$ cat src/rtl/izq_der_serial_comparator.sv
// MSB-first serial magnitude comparator: scans one bit pair per clock and
// stops at the first differing bit, reporting gt/eq/lt and its position.
module izq_der_serial_comparator #(
  parameter int WIDTH = 5,
  parameter int POS_W = 3
) (
  input  logic             clk,
  input  logic             reset,
  input  logic             start,
  input  logic [WIDTH-1:0] A,
  input  logic [WIDTH-1:0] B,
  output logic             busy,
  output logic             done,
  output logic             gt,
  output logic             eq,
  output logic             lt,
  output logic [POS_W-1:0] diff_pos
);

  typedef enum logic [1:0] {
    IDLE = 2'd0,
    SCAN = 2'd1,
    DONE = 2'd2
  } state_e;

  state_e           state_q, state_d;
  logic [WIDTH-1:0] a_q, a_d;
  logic [WIDTH-1:0] b_q, b_d;
  logic [POS_W-1:0] idx_q, idx_d;
  logic [POS_W-1:0] pos_q, pos_d;
  logic             gt_q, gt_d;
  logic             eq_q, eq_d;
  logic             lt_q, lt_d;

  // Operands are shifted left each SCAN step, so the bit pair under test is
  // always the MSB and idx only tracks its original position.
  logic a_msb, b_msb;
  assign a_msb = a_q[WIDTH-1];
  assign b_msb = b_q[WIDTH-1];

  // NOTE: non-blocking assignments here so every register updates from the
  // same pre-edge values, regardless of statement order.
  always_ff @(posedge clk) begin
    if (reset) begin
      state_q <= IDLE;
      a_q     <= '0;
      b_q     <= '0;
      idx_q   <= '0;
      pos_q   <= '0;
      gt_q    <= 1'b0;
      eq_q    <= 1'b0;
      lt_q    <= 1'b0;
    end else begin
      state_q <= state_d;
      a_q     <= a_d;
      b_q     <= b_d;
      idx_q   <= idx_d;
      pos_q   <= pos_d;
      gt_q    <= gt_d;
      eq_q    <= eq_d;
      lt_q    <= lt_d;
    end
  end

  // NOTE: every _d takes its _q value first, so no branch can leave a
  // signal unassigned and infer a latch.
  always_comb begin
    state_d = state_q;
    a_d     = a_q;
    b_d     = b_q;
    idx_d   = idx_q;
    pos_d   = pos_q;
    gt_d    = gt_q;
    eq_d    = eq_q;
    lt_d    = lt_q;
    unique case (state_q)
      IDLE: begin
        if (start) begin
          a_d     = A;
          b_d     = B;
          idx_d   = POS_W'(WIDTH - 1);
          pos_d   = '0;
          gt_d    = 1'b0;
          eq_d    = 1'b0;
          lt_d    = 1'b0;
          state_d = SCAN;
        end
      end
      SCAN: begin
        if (a_msb != b_msb) begin
          gt_d    = a_msb;
          lt_d    = b_msb;
          pos_d   = idx_q;
          state_d = DONE;
        end else if (idx_q == '0) begin
          eq_d    = 1'b1;
          pos_d   = '0;
          state_d = DONE;
        end else begin
          idx_d = idx_q - POS_W'(1);
          a_d   = a_q << 1;
          b_d   = b_q << 1;
        end
      end
      DONE:    state_d = IDLE;
      default: state_d = IDLE;
    endcase
  end

  always_comb begin
    busy     = (state_q == SCAN);
    done     = (state_q == DONE);
    gt       = gt_q;
    eq       = eq_q;
    lt       = lt_q;
    diff_pos = pos_q;
  end

endmodule
$ cat config.mk
export PLATFORM = sky130hd
export DESIGN_NAME = izq_der_serial_comparator
export DESIGN_NICKNAME = d
export VERILOG_FILES = /design/src/rtl/izq_der_serial_comparator.sv
export SDC_FILE = /design/constraint.sdc
export NUM_CORES = 1
export LEC_CHECK = 0
export CORE_MARGIN = 3
export CORE_UTILIZATION = 40
export DETAILED_ROUTE_END_ITERATION = 10
export GPL_ROUTABILITY_DRIVEN = 0
export PLACE_DENSITY = 0.64
export RECOVER_POWER = 100
export SYNTH_ARGS = -nofsm -noshare
export SYNTH_HDL_FRONTEND = slang
export SYNTH_SLANG_ARGS = --single-unit
$ cat constraint.sdc
create_clock -name clk -period 3.07 [get_ports clk]
set_input_delay 0.614 -clock clk [delete_from_list [all_inputs] [get_ports clk]]
set_output_delay 0.614 -clock clk [all_outputs]
set_load 0.02 [all_outputs]
==> results.py, run 1 <==
# Metrics from the implementation run
metrics = {
    "synth": {
        "ys_sh_simple_pct": 16.2,
        "syn-num-nets": 133,
        "syn_area_um2": 1080,
        "yosys_cells": 118,
        "numSynthFlops": 21,
    },
    "detailed_routing": {
        "postRouteAntennaNets": 0,
        "route.final.wire_length_mm": 2.59,
        "wl_met2_mm": 1.21,
        "drtPass1Iterations": 4,
    },
    "status": {
        "run_status": "completed",
    },
    "finish": {
        "seq_cells": 21,
        "non_clock_inverter_count": 5,
        "final_layout_top_logic_cells": "sky130_fd_sc_hd__dfxtp_1, sky130_fd_sc_hd__nand2_1, sky130_fd_sc_hd__a311oi_1, sky130_fd_sc_hd__clkdlybuf4s50_1, sky130_fd_sc_hd__dlygate4sd3_1",
        "bufAreaShareNonClock_pct": 17.6,
        "combGateArea_um2": 553,
        "layout.cell_area.non_filler_um2": 1280,
        "utilization_pct": 50.9,
        "final-clk-cell-share_pct": 2.14,
    },
    "placement": {
        "io_buffers": 20,
        "dpl.hpwl_mm": 1.69,
    },
    "cts": {
        "cts_htree_levels": 1,
        "max-clock-path-buffers": 2,
        "cts_root_buf": "sky130_fd_sc_hd__clkbuf_4",
    },
    "final_timing": {
        "hold_vio_cnt_final": 0,
        "postLayoutSetupSlackWorst_ns": 0.557,
        "final.min_clock_period_ns": 2.51,
    },
    "floorplan": {
        "dieArea_um2": 3370,
        "fp.dieH_um": 58.0,
        "fp.dieW_um": 58.0,
    },
    "critical_path": {
        "critical-path-top-delay-family": "buffers and inverters",
        "crit_path_top_delay_cell": "sky130_fd_sc_hd__clkdlybuf4s50_1",
        "start_kind": "flop",
        "cp-end-kind": "output pin",
        "timing.rr.start": "idx_q[0]",
    },
    "job": {
        "warning_count": 27,
    },
    "global_route": {
        "grt_pass1_vias": 941,
        "groute.usage.overall_pct": 15.8,
    },
    "pwr": {
        "peakVddDrop_uv": 394,
    },
}
[run 1: kinds of logic after synthesis]
logic type,Yosys count
AND-OR/OR-AND,41
AND/OR/NAND/NOR,35
XOR/XNOR,2
adder cells (fa/ha/maj),2
flip-flops,21
buffers and inverters,17
[run 1: synthesized netlist by cell type, drive strengths merged]
cell type / number / share of area [%]
o311a: 1 / 0.92
o31ai: 2 / 2.7
and2: 1 / 0.58
nor3: 3 / 1.8
a2111oi: 1 / 1.4
nand2: 19 / 6.6
nor2b: 1 / 0.58
o2111ai: 2 / 1.6
a32oi: 3 / 2.4
a22oi: 2 / 1.4
a311oi: 16 / 13
inv: 5 / 1.7
nand4: 4 / 2.3
xnor2: 1 / 0.81
nor4: 1 / 0.58
nand2b: 2 / 1.2
xor2: 1 / 2.5
clkbuf: 4 / 1.4
ha: 2 / 2.3
o21ai: 1 / 0.46
o311ai: 2 / 1.6
nor3b: 1 / 0.69
dfxtp: 21 / 39
a21oi: 6 / 2.8
o211a: 1 / 0.92
and2b: 1 / 0.69
o21bai: 1 / 0.69
buf: 8 / 4.7
nor2: 1 / 0.35
a31oi: 3 / 1.7
or3b: 1 / 0.81
[run 1: per-layer routing]
metal	global-route usage [%]	vias up
met2	25.3	23
met4	3.64	0
li1	-	491
met1	21.3	484
met3	4.01	6
met5	0	-
[run 1: per-stage QoR]
stage               total power [uW]  std cells
detailed placement               483        160
global placement                 481        160
finish                           606        164
floorplan                        436        118
CTS                              621        164
global route                     638        164
[run 1: where the power goes]
| part | internal [uW] | leakage (uW) | total (uW) | switching (uW) |
|---|---|---|---|---|
| combinational | 59.8 | 0.000274 | 154 | 93.9 |
| sequential | 293 | 0.000172 | 313 | 20.1 |
| clock | 48.8 | 0.0000177 | 139 | 90.2 |
| total | 402 | 0.000464 | 606 | 204 |
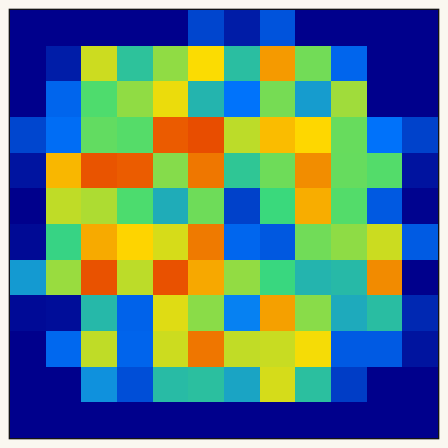
**Above:** run 1 (placement density heat map).
The die is cut into 12 by 12 equal tiles; dark blue is low, red is high, 0 to 100% covered.
emptiest ninth of the die: bottom left
tiles over 75% full: 14%
nearly empty tiles: 24%
mean over tiles: 37%

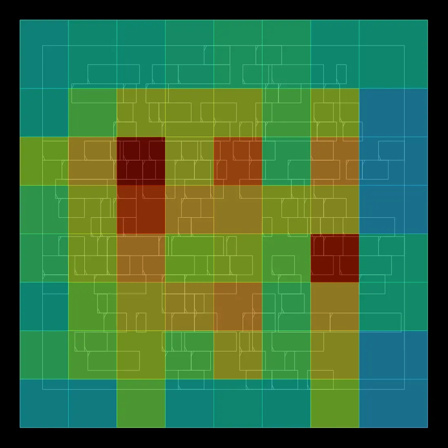
**Above:** run 1 (routing congestion).
met2 GRT Util: 25.3%
average wire per standard cell: 15.8 um

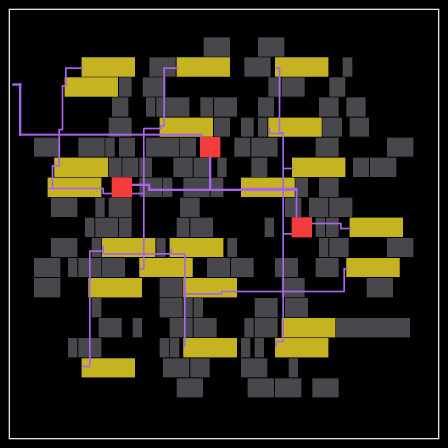
**Above:** run 1 (routed clock nets over the placement).
[cells driving clock nets] red | count: 3
[clock wires] purple | length: 268 um
[flip-flops] yellow | count: 21
routed clock nets: 4

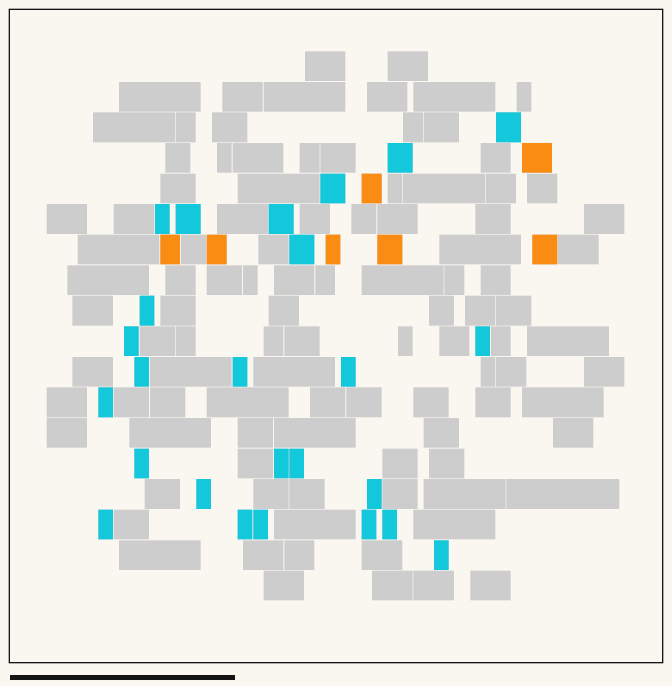
**Above:** run 1 (gate-type map).
Scale bar: 20 um.
| family | color | cells | most used |
|---|---|---|---|
| NAND gates | cyan | 25 | nand2_1 |
| NOR gates | orange | 7 | nor3_1 |

**Run 1: wiring by layer**

Scale bar: 20 um.
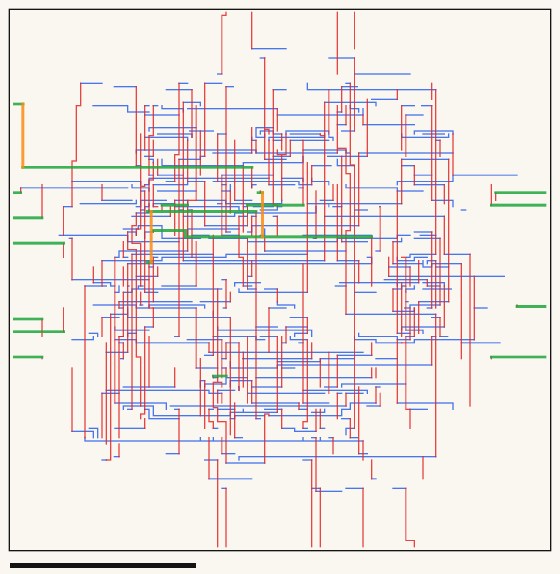

--- run 2 (diff from run 1) ---
==> constraint.sdc (replaced) <==
create_clock -name clk -period 2.6 [get_ports clk]
set_input_delay 0.52 -clock clk [delete_from_list [all_inputs] [get_ports clk]]
set_output_delay 0.52 -clock clk [all_outputs]
set_load 0.02 [all_outputs]
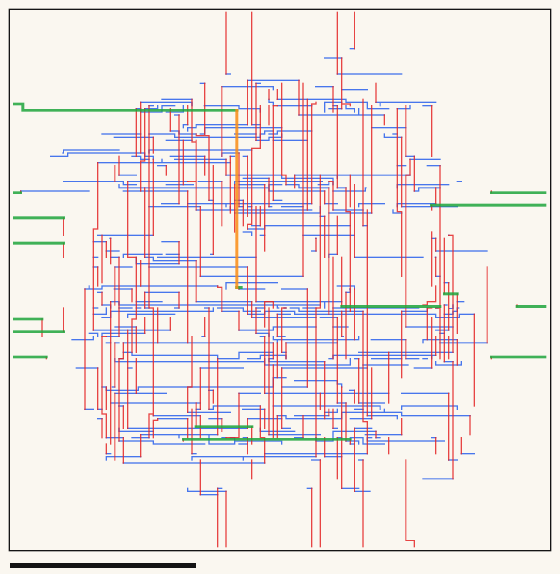
**Above:** run 2 (wiring by layer).
Scale bar: 20 um.
| layer | color | wire length |
|---|---|---|
| met4 | orange | 19.0 um |
| met2 | red | 1220 um |
| met3 | green | 110 um |
| met1 | blue | 1210 um |

==> run 2 against run 1 <==
Cell area is 0.78% higher. Non-clock buffer count is 1 higher. Critical endpoint is now a_q[4]. Cell count is 0.61% higher. Wire length is 1.2% lower. First-iteration DRC count is 19% higher. Flip-flop count stayed put. Clock power is about 10% higher. Area after synthesis stayed put.
==> results.py, run 2 <==
# Metrics from the implementation run
metrics = {
    "placement": {
        "dp.cells": 161,
        "io_buffers": 20,
        "dpl.hpwl_mm": 1.67,
    },
    "synth": {
        "synth_top_cell_by_count": "sky130_fd_sc_hd__dfxtp_1",
        "yosys_cells": 118,
        "number_of_enable_flip_flop_cells": 0,
        "netlist_top_cells_count": "sky130_fd_sc_hd__dfxtp_1, sky130_fd_sc_hd__nand2_1, sky130_fd_sc_hd__a311oi_1",
        "yosysTopAreaCellShare_pct": 38.8,
        "area_leaders": "sky130_fd_sc_hd__dfxtp_1, sky130_fd_sc_hd__a311oi_1, sky130_fd_sc_hd__nand2_1",
        "synth_top_flop_cell": "sky130_fd_sc_hd__dfxtp_1",
        "numSynthFlops": 21,
    },
    "pwr": {
        "post-layout-total-power_uw": 713,
        "p_comb_share_pct": 26.4,
        "internal-power_uw": 480,
        "switching_share_pct": 32.6,
    },
    "detailed_routing": {
        "wl_per_cell_um": 15.5,
        "route.final.wire_length_mm": 2.55,
    },
    "floorplan": {
        "fp.dieH_um": 58.0,
        "fp.dieW_um": 58.0,
    },
    "critical_path": {
        "start_kind": "flop",
        "cp-end-kind": "flop",
    },
    "cts": {
        "cts_htree_levels": 1,
        "cts_root_buf": "sky130_fd_sc_hd__clkbuf_4",
        "max-clock-path-buffers": 2,
    },
    "status": {
        "run_status": "completed",
    },
    "global_route": {
        "groute.usage.overall_pct": 16.4,
        "grt_pass1_vias": 950,
    },
    "finish": {
        "final_instance_count_excl_fillers": 165,
    },
    "final_timing": {
        "hold_vio_cnt_final": 0,
        "postLayoutSetupSlackWorst_ns": 0.390,
    },
}
[run 2: power by group through the flow]
stage	sequential, uW	combinational [uW]	clock (uW)
floorplan	371	145	0
global placement	375	196	0
finish	369	188	156
detailed placement	376	199	0
global route	373	207	170
CTS	369	201	158
[run 2: final cells by class]
| type | count | area (um2) |
|---|---|---|
| clock buffer | 4 | 26.3 |
| sequential | 21 | 420 |
| inverter | 5 | 18.8 |
| fill | 249 | 1230 |
| tap | 30 | 37.5 |
| multi-input combinational | 80 | 553 |
| timing repair buffer | 25 | 238 |
[run 2: kinds of logic (layout without fill, tap and decap cells)]
family                   Yosys count  after routing  synth area share [%]
AND-OR/OR-AND                     41             41                  31.5
XOR/XNOR                           2              2                  3.35
adder cells (fa/ha/maj)            2              2                  2.31
buffers and inverters             17             34                  7.85
flip-flops                        21             21                  38.8
AND/OR/NAND/NOR                   35             35                  16.2
[run 2: worst max-delay path, cell delays in order (launching register included)]
cell and delay, ns:
sky130_fd_sc_hd__dfxtp_1 0.38, sky130_fd_sc_hd__inv_1 0.09, sky130_fd_sc_hd__ha_1 0.21, sky130_fd_sc_hd__and2b_1 0.24, sky130_fd_sc_hd__o31ai_1 0.90, sky130_fd_sc_hd__a311oi_1 0.20
[run 2: per-layer routing]
layer	routed length [um]	global-route usage (%)
met5	0	0
met4	19	3.97
met3	110	2.90
met2	1220	26.8
met1	1210	22.5
[run 2: path summary, 6_finish.rpt]
path / startpoint / to / depth (start not counted)
hold / removal: b_q[3] / b_q[4] / 2
setup reg to reg: idx_q[0] / a_q[4] / 5
hold reg to reg: b_q[3] / b_q[4] / 2
setup / recovery: idx_q[0] / a_q[4] / 5
**Run 2: placement density heat map**

The die is cut into 12 by 12 equal tiles; dark blue is low, red is high, 0 to 100% covered.
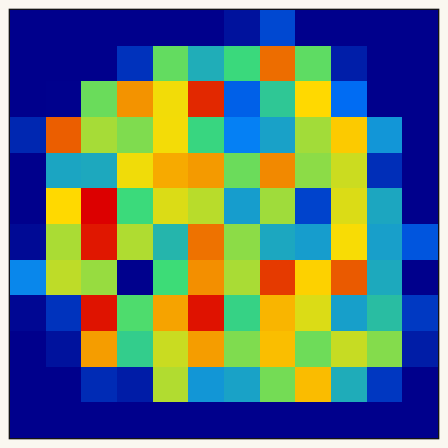

--- run 3 (diff from run 2) ---
--- a/config.mk
+++ b/config.mk
@@ -8,8 +8,9 @@
 export CORE_MARGIN = 3
 export CORE_UTILIZATION = 40
 export DETAILED_ROUTE_END_ITERATION = 10
+export DONT_BUFFER_PORTS = 1
 export GPL_ROUTABILITY_DRIVEN = 0
-export PLACE_DENSITY = 0.64
+export PLACE_DENSITY = 0.54
 export RECOVER_POWER = 100
 export SYNTH_ARGS = -nofsm -noshare
 export SYNTH_HDL_FRONTEND = slang
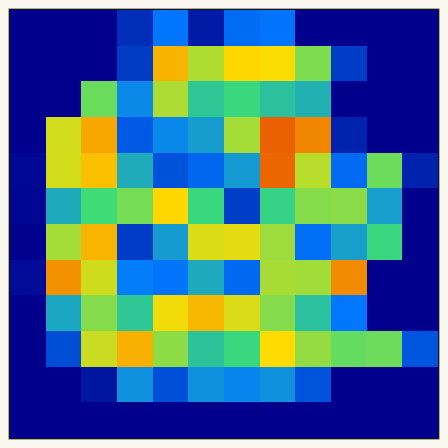
**Above:** run 3 (placement density heat map).
The die is cut into 12 by 12 equal tiles; dark blue is low, red is high, 0 to 100% covered.
mean over tiles: 31%
nearly empty tiles: 33%
fullest tile: 89%
tiles over 75% full: 9.7%

==> run 3 against run 2 <==
Power fell by 3.9%. Utilization is 8.4 points lower. Count of clock-buffer cells in the layout unchanged. Register-to-register slack better by 0.09 ns. Via count decreased by 10%. Flip-flop count stayed put. Die size stayed put. Sequential share of layout area up 6.4 points. Synthesized cell count did not move. Cell area is 16% lower. Cell count decreased by 13%. Critical path type unchanged. Largest power group unchanged.
==> results.py, run 3 <==
# Metrics from the implementation run
metrics = {
    "status": {
        "run_status": "completed",
    },
    "hold_path": {
        "min-delay-start": "reset",
    },
    "synth": {
        "numSynthFlops": 21,
        "number_of_enable_flip_flop_cells": 0,
        "yosysTopAreaCellShare_pct": 38.8,
        "synth_top_flop_cell": "sky130_fd_sc_hd__dfxtp_1",
        "netlist_top_cells_count": "sky130_fd_sc_hd__dfxtp_1, sky130_fd_sc_hd__nand2_1, sky130_fd_sc_hd__a311oi_1",
    },
    "global_route": {
        "groute.usage.overall_pct": 16.1,
        "met3_usage_pct": 3.34,
        "grt.met1_usage_pct": 23.3,
    },
    "critical_path": {
        "critPathMaxStageDelay_ns": 0.87,
        "crit-reg2reg-capture": "b_q[2]",
        "rr_worst_depth": 5,
        "cp-end-kind": "flop",
        "crit_path_top_delay_cell": "sky130_fd_sc_hd__o31ai_1",
    },
    "cts": {
        "max-clock-path-buffers": 2,
    },
    "final_timing": {
        "postLayoutSetupSlackWorst_ns": 0.479,
    },
    "floorplan": {
        "fp.dieH_um": 58.0,
    },
    "detailed_routing": {
        "wl_per_cell_um": 17.0,
    },
    "finish": {
        "final_instance_count_excl_fillers": 143,
    },
}
run 3: netlist changes by cell type in the layout (fill, tap and decap cells not counted):
| cell | previous run | this run |
|---|---|---|
| sky130_fd_sc_hd__a2111oi_2 | 0 | 1 |
| sky130_fd_sc_hd__dlygate4sd3_1 | 9 | 0 |
| sky130_fd_sc_hd__buf_4 | 5 | 2 |
| sky130_fd_sc_hd__clkbuf_1 | 1 | 2 |
| sky130_fd_sc_hd__clkdlybuf4s50_1 | 11 | 0 |
| sky130_fd_sc_hd__a2111oi_0 | 1 | 0 |
run 3: logic make-up after synthesis:
family                     count (synthesis)  synth area share, %
xor gates and xnor gates                   2                 3.35
adders and majority gates                  2                 2.31
AOI/OAI and AO/OA                         41                 31.5
DFF                                       21                 38.8
buffers and inverters                     17                 7.85
and+or+nand+nor                           35                 16.2
run 3: worst max-delay path by stage:
stage,from,slack (ns),endpoint
global route,idx_q[0],0.25,b_q[2]
finish,idx_q[0],0.48,b_q[2]
floorplan,state_q[1],1.10,busy
detailed placement,b_q[4],0.79,idx_q[1]
global placement,b_q[4],0.86,idx_q[1]
CTS,state_q[1],0.55,busy
run 3: cell type report:
class	count	area [um2]
Inverter	5	18.8
Tap cell	30	37.5
Fill cell	268	1440
Sequential cell	21	420
Timing Repair Buffer	3	18.8
Clock buffer	4	26.3
Multi-Input combinational cell	80	559
run 3: report_power, final:
part	total (uW)	switching (uW)	internal, uW
clock network	166	106	59.8
logic	147	98.5	49.0
registers	372	26.2	346
run 3: per-layer routing:
layer,wire (um),up-vias
met2,1070,19
li1,-,448
met5,0,-
met4,14,0
met1,1250,425
met3,95,2
No activity file was given, so power comes from the tool's default toggle rates.
